Figure 1. Metal 1.
Scale: 1.5 px per µm.
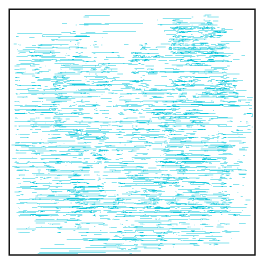
Figure 2. Selected gate families.
Scale: 1.5 px per µm.
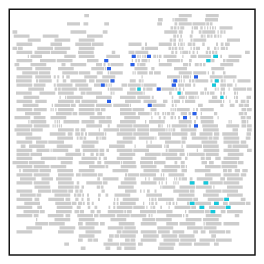
==> src/rtl/ctrl_byte_arbiter_pkg.sv <==
// Shared types and constants for the two-source command byte arbiter.
package ctrl_byte_arbiter_pkg;

  // Arbiter FSM encodings
  typedef enum logic [1:0] {
    ARB_STATE_IDLE   = 2'd0,
    ARB_STATE_LOCKED = 2'd1,
    ARB_STATE_ABORT  = 2'd2
  } arb_state_e;

  // Controller state codes this block reacts to; must match the controller build
  localparam logic [7:0] CONTROLLER_STATE_READY = 8'h00;
  localparam logic [7:0] CONTROLLER_STATE_BEGIN = 8'h01;

  localparam logic OWNER_A = 1'b0;
  localparam logic OWNER_B = 1'b1;

  // Grant the only pending source; if both are pending, alternate away from the last owner
  function automatic logic pick_owner(input logic a_pending, input logic b_pending,
                                      input logic last_owner);
    if (a_pending && b_pending) begin
      return ~last_owner;
    end
    return b_pending;
  endfunction

endpackage

==> src/rtl/byte_fifo.sv <==
// Small synchronous FIFO with combinational head, flush and overflow pulse.
module byte_fifo #(
  parameter int depth = 16,
  parameter int width = 8
) (
  input  logic             clk,
  input  logic             reset,
  input  logic             push,
  input  logic [width-1:0] din,
  input  logic             pop,
  input  logic             flush,
  output logic [width-1:0] head,
  output logic             empty,
  output logic             full,
  output logic             overflow
);

  localparam int AW = $clog2(depth);

  logic [width-1:0] mem [depth];
  logic [AW-1:0]    wr_ptr_q, wr_ptr_d;
  logic [AW-1:0]    rd_ptr_q, rd_ptr_d;
  logic [AW:0]      count_q, count_d;
  logic             overflow_q, overflow_d;
  logic             do_push;
  logic             do_pop;

  assign full     = (count_q == (AW+1)'(depth));
  assign empty    = (count_q == '0);
  assign do_push  = push && !full;
  assign do_pop   = pop && !empty;
  assign head     = mem[rd_ptr_q];
  assign overflow = overflow_q;

  // Pointer/count update; a flush keeps only a byte arriving in the same cycle
  always_comb begin
    wr_ptr_d   = wr_ptr_q + AW'(do_push);
    rd_ptr_d   = rd_ptr_q + AW'(do_pop);
    count_d    = count_q + (AW+1)'(do_push) - (AW+1)'(do_pop);
    overflow_d = push && full;
    if (flush) begin
      rd_ptr_d = wr_ptr_q;
      count_d  = (AW+1)'(do_push);
    end
  end

  // Storage array has no reset so it maps onto plain memory
  always_ff @(posedge clk) begin
    if (do_push) begin
      mem[wr_ptr_q] <= din;
    end
  end

  // Control state registers
  always_ff @(posedge clk or posedge reset) begin
    if (reset) begin
      wr_ptr_q   <= '0;
      rd_ptr_q   <= '0;
      count_q    <= '0;
      overflow_q <= 1'b0;
    end else begin
      wr_ptr_q   <= wr_ptr_d;
      rd_ptr_q   <= rd_ptr_d;
      count_q    <= count_d;
      overflow_q <= overflow_d;
    end
  end

endmodule

==> src/rtl/ctrl_byte_arbiter.sv <==
// Packet-level arbiter sharing one command controller between sources A and B,
// with a stall watchdog that aborts a packet whose owner stops sending.
module ctrl_byte_arbiter
  import ctrl_byte_arbiter_pkg::*;
#(
  parameter int fifo_depth     = 16,
  parameter int timeout_cycles = 65535
) (
  input  logic       clk,
  input  logic       reset,
  input  logic [7:0] a_byte,
  input  logic       a_valid,
  output logic       a_ready,
  input  logic [7:0] b_byte,
  input  logic       b_valid,
  output logic       b_ready,
  output logic [7:0] out_byte,
  output logic       out_ready,
  input  logic       next,
  input  logic [7:0] control_state,
  output logic       owner,
  output logic       busy,
  output logic       ctrl_abort,
  output logic       timeout,
  output logic       a_overflow,
  output logic       b_overflow
);

  localparam int STALL_W = $clog2(timeout_cycles + 1);

  arb_state_e         state_q, state_d;
  logic               owner_q, owner_d;
  logic               last_owner_q, last_owner_d;
  logic               left_ready_q, left_ready_d;
  logic [STALL_W-1:0] stall_ctr_q, stall_ctr_d;
  logic               ctrl_abort_q, ctrl_abort_d;
  logic               timeout_q, timeout_d;

  logic [7:0] a_head, b_head;
  logic       a_empty, b_empty, a_full, b_full;
  logic       locked, owner_empty, starved, ctrl_ready;
  logic       pop_a, pop_b, flush_a, flush_b;

  assign locked      = (state_q == ARB_STATE_LOCKED);
  assign ctrl_ready  = (control_state == CONTROLLER_STATE_READY);
  assign owner_empty = (owner_q == OWNER_B) ? b_empty : a_empty;
  assign starved     = owner_empty && left_ready_q;

  // Only the owner FIFO is ever popped or flushed; the other keeps filling
  assign pop_a   = locked && next && (owner_q == OWNER_A);
  assign pop_b   = locked && next && (owner_q == OWNER_B);
  assign flush_a = (state_q == ARB_STATE_ABORT) && (owner_q == OWNER_A);
  assign flush_b = (state_q == ARB_STATE_ABORT) && (owner_q == OWNER_B);

  byte_fifo #(.depth(fifo_depth), .width(8)) u_fifo_a (
    .clk      (clk),
    .reset    (reset),
    .push     (a_valid),
    .din      (a_byte),
    .pop      (pop_a),
    .flush    (flush_a),
    .head     (a_head),
    .empty    (a_empty),
    .full     (a_full),
    .overflow (a_overflow)
  );

  byte_fifo #(.depth(fifo_depth), .width(8)) u_fifo_b (
    .clk      (clk),
    .reset    (reset),
    .push     (b_valid),
    .din      (b_byte),
    .pop      (pop_b),
    .flush    (flush_b),
    .head     (b_head),
    .empty    (b_empty),
    .full     (b_full),
    .overflow (b_overflow)
  );

  assign a_ready    = !a_full;
  assign b_ready    = !b_full;
  assign busy       = (state_q != ARB_STATE_IDLE);
  assign owner      = busy && owner_q;
  assign out_ready  = locked && !owner_empty;
  assign out_byte   = locked ? ((owner_q == OWNER_B) ? b_head : a_head) : 8'h00;
  assign ctrl_abort = ctrl_abort_q;
  assign timeout    = timeout_q;

  // Next-state logic: grant on READY, release after the controller leaves and returns to READY
  always_comb begin
    state_d      = state_q;
    owner_d      = owner_q;
    last_owner_d = last_owner_q;
    left_ready_d = left_ready_q;
    stall_ctr_d  = stall_ctr_q;
    ctrl_abort_d = 1'b0;
    timeout_d    = 1'b0;
    case (state_q)
      ARB_STATE_IDLE: begin
        left_ready_d = 1'b0;
        stall_ctr_d  = '0;
        if (ctrl_ready && (!a_empty || !b_empty)) begin
          state_d = ARB_STATE_LOCKED;
          owner_d = pick_owner(!a_empty, !b_empty, last_owner_q);
        end
      end
      ARB_STATE_LOCKED: begin
        if (!ctrl_ready) begin
          left_ready_d = 1'b1;
        end
        if (left_ready_q && ctrl_ready) begin
          state_d      = ARB_STATE_IDLE;
          last_owner_d = owner_q;
        end else if (starved && (stall_ctr_q == STALL_W'(timeout_cycles - 1))) begin
          state_d      = ARB_STATE_ABORT;
          ctrl_abort_d = 1'b1;
          timeout_d    = 1'b1;
        end else begin
          stall_ctr_d = starved ? (stall_ctr_q + STALL_W'(1)) : '0;
        end
      end
      ARB_STATE_ABORT: begin
        state_d      = ARB_STATE_IDLE;
        last_owner_d = owner_q;
      end
      default: begin
        state_d = ARB_STATE_IDLE;
      end
    endcase
  end

  // FSM and registered pulse outputs; last_owner resets to B so A wins first
  always_ff @(posedge clk or posedge reset) begin
    if (reset) begin
      state_q      <= ARB_STATE_IDLE;
      owner_q      <= OWNER_A;
      last_owner_q <= OWNER_B;
      left_ready_q <= 1'b0;
      stall_ctr_q  <= '0;
      ctrl_abort_q <= 1'b0;
      timeout_q    <= 1'b0;
    end else begin
      state_q      <= state_d;
      owner_q      <= owner_d;
      last_owner_q <= last_owner_d;
      left_ready_q <= left_ready_d;
      stall_ctr_q  <= stall_ctr_d;
      ctrl_abort_q <= ctrl_abort_d;
      timeout_q    <= timeout_d;
    end
  end

endmodule

==> config.mk <==
export PLATFORM = sky130hd
export DESIGN_NAME = ctrl_byte_arbiter
export DESIGN_NICKNAME = d
export VERILOG_FILES = /design/src/rtl/ctrl_byte_arbiter_pkg.sv /design/src/rtl/byte_fifo.sv /design/src/rtl/ctrl_byte_arbiter.sv
export SDC_FILE = /design/constraint.sdc
export NUM_CORES = 1
export LEC_CHECK = 0
export CORE_UTILIZATION = 50
export DETAILED_ROUTE_END_ITERATION = 10
export PLACE_DENSITY = 0.64
export RECOVER_POWER = 100
export SETUP_SLACK_MARGIN = 0.02
export SYNTH_ARGS = -nofsm -noshare
export SYNTH_HDL_FRONTEND = slang
export SYNTH_SLANG_ARGS = --single-unit
==> constraint.sdc <==
create_clock -name clk -period 9.4 [get_ports clk]
set_clock_uncertainty 0.05 [all_clocks]
set_input_delay 2.35 -clock clk [delete_from_list [all_inputs] [get_ports clk]]
set_output_delay 2.35 -clock clk [all_outputs]
set_load 0.01 [all_outputs]
==> run notes <==
run metrics: clock share of power=27.4%, critical path required time=7000 ps, grt met3 use=3.06%, failing checks=capacitance limit, slew limit, clk_lat worst skew=550 ps, Leakage=5.09 nW, CTS Buffer Depth=3, global routing's busiest layer=met2, Syn Area/Cell=around 15 µm², Comb pwr share=27.7%, Power Density=278 mW/mm², highest fanout seen on the critical path=39, crit share post-route=68.2%, GRT Total Usage=21.6%, overall power=4.03 mW, Crit Path Class=reg2out, TritonCTS clock tree=yes, fin nets=roughly 930, Routed WL=roughly 28000 µm, slowest cell delay on critical path=1240 ps, largest net degree at the start of global routing=52, Resized cells post-CTS=0, Yosys Warn Count=0, cells in synth_stat.txt=roughly 840, Main synth FF type=edfxtp_1, outcome=complete, but fails checks, Crit. path cell count=6, largest registers=u_fifo_a.mem x128, u_fifo_b.mem x128, stall_ctr_q x16, Hold-fix buffers, CTS=0, CTS H-tree depth=1, Setup Total Neg Slack=0 ps, Detailed Route Iter0 Violations=578, Final Max Slew Viols=91, Tmin final=approximately 6400 ps, Fin. Hold Viols=0, CTS Buf Count=31, biggest area consumer among synthesized cells=edfxtp_1, RR Startpoint=owner_q, root buffer cell=clkbuf_16, fp_density=approximately half, # setup viols final=0, switching portion of total power=31.6%, RSZ-0062 raised after global routing=false, most numerous logic cells after layout=edfxtp_1, nand2_1, nor2_1, mux2i_1, dfrtp_1, Place WS=3870 ps, worst-path cell chain=clkbuf_1 > nand2_1 > a21oi_1 > nor2_1 > a21oi_1 > dlygate4sd3_1, maxcap violations=2, worst reg2reg path depth=12
Back to the opening pictures, Figure 1:
- wire length on this layer: 11900 µm
- share of all routed wire: 43%
- nets with wire on the layer: 881
vias: 7284
GR Util met1: 28.8%

Back to the opening pictures, Figure 2:
- non-inverting ao/oa cells: cyan (cells 15)
- xor and xnor cells: blue (cells 16)
Cell Count, Final, Fillers Out: 1230
most instantiated logic cell after routing: edfxtp_1

-- cell type report --
class,count,area [µm²]
fill,1953,10700
sequential,306,8940
multi-input combinational,466,3700
clock buffer,41,813
timing repair buffer,52,484
tap,330,413
clock inverter,14,83.8
inverter,21,78.8
-- per-stage QoR --
step	cells	instance area (µm²)
detailed placement	1175	13700
global route	1230	14500
global placement	1175	13700
floorplan	840	12900
finish	1230	14500
CTS	1230	14600
-- cells by family (layout without fill, tap and decap cells) --
kind of cell    Yosys count  after routing  share of synthesized area [%]
fa+ha+maj                21             21                           2.15
buf+inv                  68            128                           2.18
xor+xnor                 16             16                           1.08
simple gates            193            193                           7.41
mux                     101            101                           11.1
flops                   306            306                           69.1
compound gates          135            135                           7.02
Power and IR drop assume default switching activity.
